Congestion heat map:
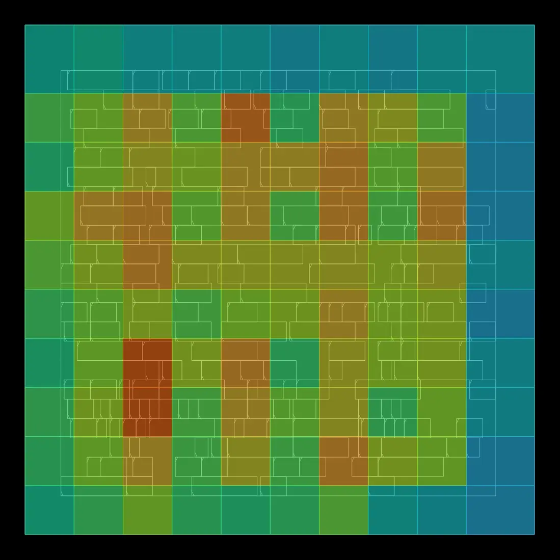
M1 wires:
Bar = 20 um. Supply wires on this layer in gray.
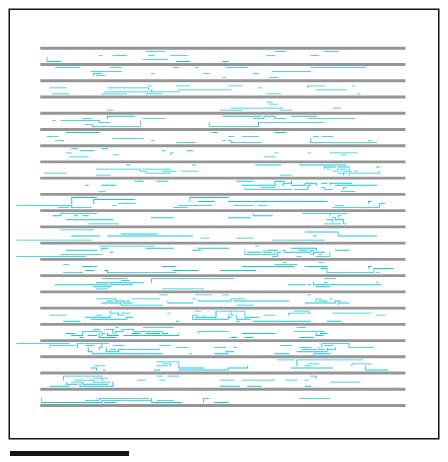
Signal metal coverage by tile:
The die is cut into 14 by 14 equal tiles; dark blue is low, red is high, scaled to the fullest tile. Values are wire area over tile area, all layers added.
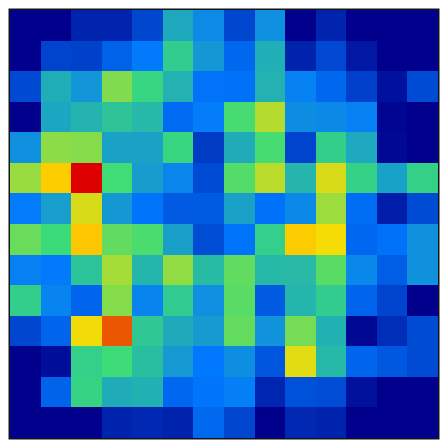
### src/rtl/spi_xfer_pkg.sv
// Shared definitions for the SPI transfer sequencer: default widths and 3-bit FSM encoding.
// No logic; imported by spi_xfer_ctrl.
package spi_xfer_pkg;

    localparam int DEF_DATA_WIDTH  = 8;
    localparam int DEF_COUNT_WIDTH = 16;

    localparam logic [2:0] ST_IDLE  = 3'd0;
    localparam logic [2:0] ST_LOAD  = 3'd1;
    localparam logic [2:0] ST_START = 3'd2;
    localparam logic [2:0] ST_BUSY  = 3'd3;
    localparam logic [2:0] ST_PUSH  = 3'd4;

endpackage

### src/rtl/spi_xfer_ctrl.sv
// Purpose: moves TX FIFO bytes through an SPI master one at a time and pushes the replies to the RX FIFO; sticky batch-done irq only when SPI_XFER_IRQ_EN is defined.
// Latency: 5 clocks of sequencing per byte (IDLE, LOAD, START, BUSY, PUSH) plus the SPI master busy time.
// Backpressure: no byte starts while out_full is high; a received byte waits in PUSH until out_full drops (unless rx_discard).
module spi_xfer_ctrl
    import spi_xfer_pkg::*;
#(
    parameter int DATA_WIDTH  = DEF_DATA_WIDTH,
    parameter int COUNT_WIDTH = DEF_COUNT_WIDTH
) (
    input  logic                   clock,
    input  logic                   reset,
    input  logic                   enable,
    input  logic                   rx_discard,
    input  logic                   in_nempty,
    input  logic [DATA_WIDTH-1:0]  in_data,
    output logic                   in_pop,
    input  logic                   out_full,
    output logic                   out_shift,
    output logic [DATA_WIDTH-1:0]  out_data,
    output logic                   spi_go,
    input  logic                   spi_state,
    output logic [DATA_WIDTH-1:0]  spi_din,
    input  logic [DATA_WIDTH-1:0]  spi_dout,
    output logic                   busy,
    output logic [COUNT_WIDTH-1:0] xfer_count,
    input  logic                   irq_clear,
    output logic                   irq
);

    logic [2:0] state;
    logic       start_ok;
    logic       push_done;

    assign start_ok  = enable & in_nempty & ~out_full;
    // Leaving PUSH this cycle: either the byte is dropped or the RX FIFO has room.
    assign push_done = (state == ST_PUSH) & (rx_discard | ~out_full);
    assign busy      = (state != ST_IDLE);

    always_ff @(posedge clock or negedge reset) begin
        if (!reset) begin
            state      <= ST_IDLE;
            in_pop     <= 1'b0;
            out_shift  <= 1'b0;
            spi_go     <= 1'b0;
            spi_din    <= '0;
            out_data   <= '0;
            xfer_count <= '0;
        end else begin
            in_pop    <= 1'b0;
            out_shift <= 1'b0;
            case (state)
                ST_IDLE: begin
                    if (start_ok) begin
                        spi_din <= in_data;
                        in_pop  <= 1'b1;
                        state   <= ST_LOAD;
                    end
                end
                ST_LOAD: begin
                    spi_go <= 1'b1;
                    state  <= ST_START;
                end
                ST_START: begin
                    if (spi_state) begin
                        spi_go <= 1'b0;
                        state  <= ST_BUSY;
                    end
                end
                ST_BUSY: begin
                    if (!spi_state) begin
                        out_data <= spi_dout;
                        state    <= ST_PUSH;
                    end
                end
                ST_PUSH: begin
                    if (push_done) begin
                        out_shift  <= ~rx_discard;
                        xfer_count <= xfer_count + COUNT_WIDTH'(1);
                        state      <= ST_IDLE;
                    end
                end
                default: begin
                    spi_go <= 1'b0;
                    state  <= ST_IDLE;
                end
            endcase
        end
    end

`ifdef SPI_XFER_IRQ_EN
    // A batch is done when a byte completes and nothing is left queued; set beats clear.
    logic irq_set;
    assign irq_set = push_done & ~in_nempty;

    always_ff @(posedge clock or negedge reset) begin
        if (!reset) begin
            irq <= 1'b0;
        end else if (irq_set) begin
            irq <= 1'b1;
        end else if (irq_clear) begin
            irq <= 1'b0;
        end
    end
`else
    logic unused_irq_clear;
    assign unused_irq_clear = irq_clear;
    assign irq              = 1'b0;
`endif

endmodule

### config.mk
export PLATFORM = sky130hd
export DESIGN_NAME = spi_xfer_ctrl
export DESIGN_NICKNAME = d
export VERILOG_FILES = /design/src/rtl/spi_xfer_pkg.sv /design/src/rtl/spi_xfer_ctrl.sv
export SDC_FILE = /design/constraint.sdc
export NUM_CORES = 1
export LEC_CHECK = 0
export ABC_CLOCK_PERIOD_IN_PS = 1990
export CAP_MARGIN = 20
export CORE_MARGIN = 5
export CORE_UTILIZATION = 43
export CTS_CLUSTER_DIAMETER = 60
export CTS_CLUSTER_SIZE = 40
export DETAILED_ROUTE_END_ITERATION = 7
export PLACE_DENSITY_LB_ADDON = 0.1
export SYNTH_ARGS = -nofsm -noshare
export SYNTH_HDL_FRONTEND = slang
export SYNTH_SLANG_ARGS = --single-unit
### constraint.sdc
create_clock -name clock -period 1.99 [get_ports clock]
set_input_delay 0.398 -clock clock [delete_from_list [all_inputs] [get_ports clock]]
set_output_delay 0.398 -clock clock [all_outputs]
set_load 0.005 [all_outputs]
==> summary.rpt <==
FLOW METRICS REPORT
----------------------------------------------------
[Run status]
  Outcome ........................ finished clean

[Logic synthesis]
  Area reported by Yosys stat ........................ 1640 um2
  Number of warning messages in the yosys log ........................ 0
  Top post-synthesis cells by area ........................ dfrtp_1 58%, mux2_2 12%, xor2_1 4.3%
  Area leader, netlist ........................ dfrtp_1
  Post-Syn Area ........................ 1640 um2
  Unique masters post-synth ........................ 29
  Nets in the synthesized netlist ........................ 152

[Timing]
  Worst Clk Skew ........................ 0.00879 ns
  Total of endpoints with negative setup slack in the final report ........................ 0
  Worst slack on hold paths ........................ 0.154 ns
  Total negative setup slack ........................ 0 ns
  Maximum achievable frequency ........................ 548 MHz
  Final min period ........................ 1.82 ns
  Unrepaired setup endpoints after global routing ........................ no
  Final period utilization ........................ 0.916

[Detailed routing]
  Initial DRC Count ........................ 52
  Average via count per standard cell ........................ 4.72
  Number of antenna-violating nets in the routed design ........................ 0

[Worst setup path]
  Capture instance of the worst register-to-register path ........................ xfer_count[11]$_DFFE_PN0P_
  Worst Path Required ........................ 1.59 ns
  Critical Path Source Type ........................ flop
  Reg2reg setup slack ........................ 0.40 ns

[Die]
  Chip footprint ........................ 5140 um2
  Floorplan core density ........................ 0.447
  Die Span X ........................ 71.7 um
  Row count ........................ 22
  Height of the die ........................ 71.7 um

[Clocking]
  Worst-path clk slew ........................ 0.07 ns
  Number of clock buffers inserted by TritonCTS ........................ 5
  Post-CTS Hold Buffers ........................ 0
  Sinks on Clock Net ........................ 38
  Clock latency of the later-clocked register in the worst-skew pair ........................ 0.28 ns
  Number of buffers inserted to repair setup after CTS ........................ 0
  H-tree depth reported by CTS ........................ 2
  Maximum buffer depth of the clock tree ........................ 2

[Finish]
  Top logic cell by instance count in the layout ........................ clkdlybuf4s50_1
  Count of inserted antenna diode cells ........................ 0
  Dominant logic cell types in the final layout ........................ 57 x clkdlybuf4s50_1, 38 x dfrtp_1, 17 x mux2_2
  Fraction of final layout cells with drive strength greater than 1 ........................ 0.190
  Number of nets at the end of the flow ........................ 219

[Worst hold path]
  Worst min path class ........................ primary input to async pin

[Global route]
  Largest net degree at the start of global routing ........................ 39
  Vias in the first global route ........................ 1,225

[Placement]
  Final RePlAce weighted congestion ........................ 0.804

[Power and ir drop]
  VDD IR max ........................ 695 uV

----------------------------------------------------
Notes on 'congestion heat map' above:
routed len/inst: 13.7 um
highest-utilization routing layer at the global route stage: met2
met3 layer usage reported by global route: 0.0589

Notes on 'M1 wires' above:
- wire length on this layer: 1,290 um
- share of all routed wire: 39%
- main direction: horizontal
- nets with wire on the layer: 189
met1 usage in global routing: 0.157
total via count after detailed routing: 1,146

Notes on 'signal metal coverage by tile' above:
- densest ninth of the die: west
- fullest tile: 0.36
- mean over tiles: 0.11
- nearly empty tiles: 14%
- tiles over half the peak: 17%
total global routing track utilization: 0.137
sum of routed wire length over all layers: 3330 um

## per-stage QoR
step	instance area, um2	worst slack [ns]
floorplan	1640	0.570
global placement	2280	0.154
detailed placement	2280	0.101
CTS	2370	0.162
global route	2370	0.0944
finish	2370	0.166
## sequential cells by signal, summed over array words and instances, names as in the netlist
signal / flops
in_pop: 1
out_data: 8
out_shift: 1
spi_din: 8
spi_go: 1
state: 3
xfer_count: 16
## cells in the mapped netlist (all sizes together)
master / n
a22oi: 1
and2: 1
and3: 1
buf: 2
conb: 1
dfrtp: 38
ha: 1
inv: 8
mux2: 17
mux2i: 1
nand2: 8
nand2b: 1
nand3: 5
nand4: 3
nor2: 8
nor3: 10
nor3b: 1
nor4: 1
o211ai: 1
o21ai: 1
o21bai: 1
or3: 1
xnor2: 7
xor2: 8
## metal layers
layer	part of all wire	up-vias	track usage
met5	0	-	0
met1	0.39	546	0.157
li1	-	558	-
met3	0.090	2	0.0589
met2	0.52	40	0.234
met4	0.0027	0	0.0376
## power breakdown
part	leakage (nW)	total, mW	internal, mW	switching [mW]
sequential	0.470	1.16	0.995	0.161
clock	0.0482	0.528	0.279	0.248
combinational	0.529	0.871	0.602	0.269
## cell families after synthesis
logic type / synth area share
AND-OR/OR-AND: 0.0168
XOR/XNOR: 0.0803
adder cells (fa/ha/maj): 0.00764
buffers and inverters: 0.0298
flip-flops: 0.581
multiplexers: 0.123
other: 0.00229
AND/OR/NAND/NOR: 0.159
## worst max path at each step
stage,startpoint,to,slack (ns),cells after the start
2_1_floorplan,state[0]$_DFFE_PN0P_,out_data[0]$_DFFE_PN0P_,0.57,3
3_3_place_gp,rx_discard,xfer_count[14]$_DFFE_PN0P_,0.15,5
3_5_place_dp,rx_discard,xfer_count[11]$_DFFE_PN0P_,0.10,5
4_1_cts,state[2]$_DFFE_PN0P_,busy,0.16,3
5_1_grt,state[2]$_DFFE_PN0P_,busy,0.09,3
6_report,state[2]$_DFFE_PN0P_,busy,0.17,3
## area by class of cell
type | count | area [um2]
fillers | 293 | 1290
flip-flops and latches | 38 | 951
multi-input cells | 79 | 637
repair buffers | 62 | 606
clock buffers | 7 | 86.3
well taps | 48 | 60.1
inverters | 8 | 30.0
clock inverters | 1 | 5.00
## worst max-delay path: stages (launching register included)
cell             delay [ns]
dfrtp_1                0.46
inv_1                  0.12
nand2_1                0.07
clkdlybuf4s50_1        0.50
Power figures rest on the tool's default switching activity, not on a simulated workload.
